==> config.mk <==
export PLATFORM = sky130hd
export DESIGN_NAME = iwrite_controller_ibram
export DESIGN_NICKNAME = d
export VERILOG_FILES = /design/src/rtl/ibram_pkg.sv /design/src/rtl/ibram_half_tracker.sv /design/src/rtl/iwrite_controller_ibram.sv
export SDC_FILE = /design/constraint.sdc
export NUM_CORES = 1
export LEC_CHECK = 0
export CAP_MARGIN = 25
export CORE_UTILIZATION = 50
export CTS_CLUSTER_DIAMETER = 100
export DETAILED_ROUTE_END_ITERATION = 10
export PLACE_DENSITY = 0.9
export SLEW_MARGIN = 20
export SYNTH_ARGS = -nofsm -noshare
export SYNTH_HDL_FRONTEND = slang
export SYNTH_SLANG_ARGS = --single-unit
==> constraint.sdc <==
create_clock -name clk -period 5.9 [get_ports clk]
set_input_delay 0.59 -clock clk [delete_from_list [all_inputs] [get_ports clk]]
set_output_delay 0.59 -clock clk [all_outputs]
set_load 0.02 [all_outputs]
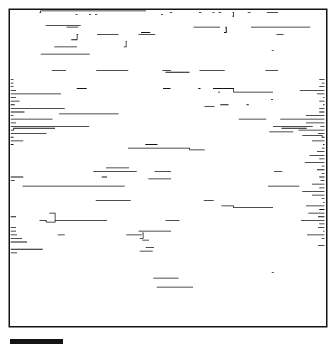
(the metal 3 layer)
Bar = 20 µm.
wire length on this layer: 882 µm
longest straight run: 39.6 µm
nets with wire on the layer: 117
main direction: horizontal
final WL: 18000 µm
via count: 6338

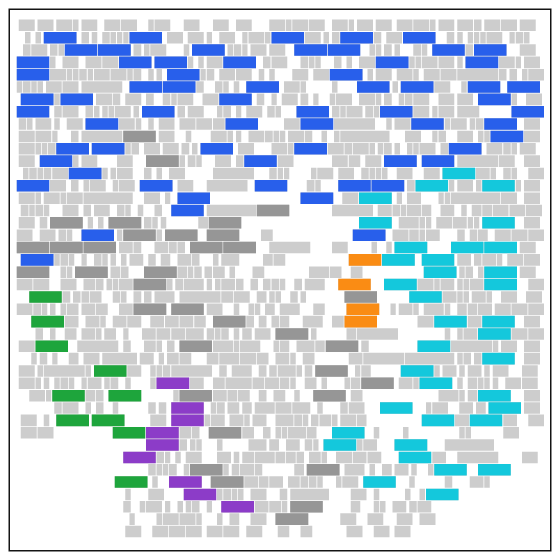
(sequential cells coloured by netlist name)
[diA] blue | sequential cells: 64
[enaA] orange | sequential cells: 4
[cfg_words_q] green | sequential cells: 10
[write_addr_pingpong_data] cyan | sequential cells: 36
[cfg_tiles_q] purple | sequential cells: 9
not coloured: 35
flop share of the area: 0.329
fin util: 0.723
flip-flop and latch power: 0.00118 W

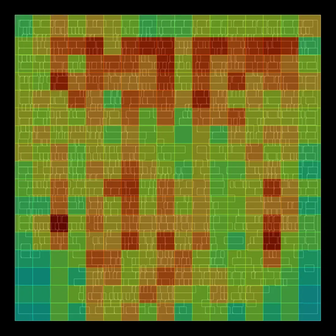
(congestion heat map)
met1 Use GR: 0.306
M2 GR Usage: 0.450
GR Util All Layers: 0.257
busiest layer in global routing: met2

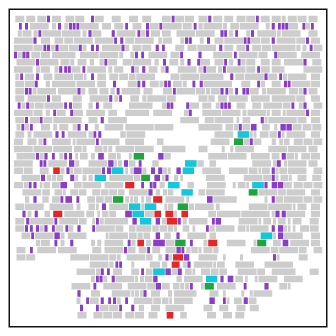
(gate families picked out)
[AND-OR and OR-AND gates] red | cells: 13 | most used: a21o_1
[adder and majority cells] cyan | cells: 15 | most used: ha_1 | where: middle
[multiplexers] green | cells: 9 | most used: mux2i_1
[NAND gates] purple | cells: 268 | most used: nand2_1 | where: widely spread
most used logic cell in the final layout: nand2_1
Comb/total area: 0.347
fin cells: 1203

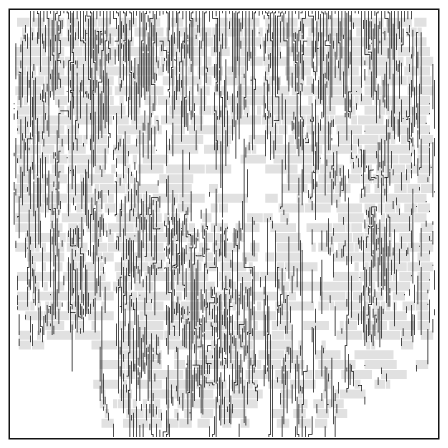
(met2 routing)
longest straight run: 47.9 µm
share of all routed wire: 51%
main direction: vertical
nets with wire on the layer: 941
wire length on this layer: 9150 µm

==> run summary <==
flow finished, numbers: Worst Hold Path Cells=2, Mapped Area=0.00684 mm², Commonest cells post-synth=222 x nand2_1, 158 x dfxtp_1, 102 x a21oi_1, DR WL/cell=15.0 µm, status=complete, no violations, first drt pass iteration count=8, worst min path class=flip-flop to flip-flop, CTS Buf Count=17, DIE HEIGHT=119 µm, reg-to-reg setup timing slack=3.04 ns, area added between synthesis and finish=40.4%, Die X=119 µm, number of antenna violations at the first check in global routing=0, simple share=0.244, cell count after placement=1171, Pleak=3.39 nW, yosys cell count=841, num ports=217, adder share=0.0274, main flop type=dfxtp_1, tool warnings=32, CTS root buf=clkbuf_16, Post-synth EDFFs=0, yosys stat area=0.00684 mm², Remaining DRCs=0, Synth top area share=0.462, NumNets Final=1119, fin. max-slew vios=0, Final Hold Violating Endpoints=0, fill count=1018, postcts setup bufs=0, RSZ-0062 raised after global routing=false, Synth cell types=56, post-route ant nets=0, critical path class=flip-flop to flip-flop, post_cts resized=0, layout cells sized above 1=0.0506, crit-path max FO=47, Final Wtd Congestion=0.853, hold slack=0.453 ns, fmax=0.349 GHz, Clock transition at path regs=0.06 ns, die area=0.0142 mm², CTS tree=built
-- stage by stage --
step | setup slack [ns] | util | total power (W)
final | 3.04 | 0.723 | 0.00298
after global routing | 2.80 | 0.723 | 0.00309
after CTS | 3.01 | 0.723 | 0.00299
after detailed placement | 3.05 | 0.672 | 0.00175
after global placement | 3.12 | 0.672 | 0.00174
after floorplan | 3.56 | - | 0.00153
-- metal layers --
layer | GRT usage | vias to the layer above | wire [µm]
met1 | 0.306 | 2975 | 7600
met5 | 0 | - | 0
met4 | 0.103 | 0 | 403
met3 | 0.0546 | 34 | 881
met2 | 0.450 | 194 | 9150
li1 | - | 3135 | -
-- kinds of logic (layout without fill, tap and decap cells) --
group,after synthesis,in the layout
buffers and inverters,75,261
other,1,1
multiplexers,9,9
AND/OR/NAND/NOR,378,378
flip-flops,158,158
XOR/XNOR,58,58
AND-OR/OR-AND,147,147
adder cells (fa/ha/maj),15,15
-- area by class of cell --
type / count / area share
clock buffers: 19 / 0.0461
flip-flops and latches: 158 / 0.329
well taps: 176 / 0.0229
repair buffers: 218 / 0.226
multi-input cells: 608 / 0.347
inverters: 11 / 0.00430
clock inverters: 13 / 0.0245
-- worst max-delay path, cell delays in order (launching register included) --
cell and delay (ns):
dfxtp_1 0.46, ha_1 0.30, nand3_1 0.16, o221a_1 0.29
mux2_2 0.28, nor3_2 0.24, a311o_2 0.81, nor3_1 0.15
-- where the power goes --
group / internal (W) / switching (W) / total [W]
combinational: 0.000238 / 0.000314 / 0.000552
clock: 0.000806 / 0.000439 / 0.00125
sequential: 0.00113 / 0.0000498 / 0.00118
No activity file was given, so power comes from the tool's default toggle rates.
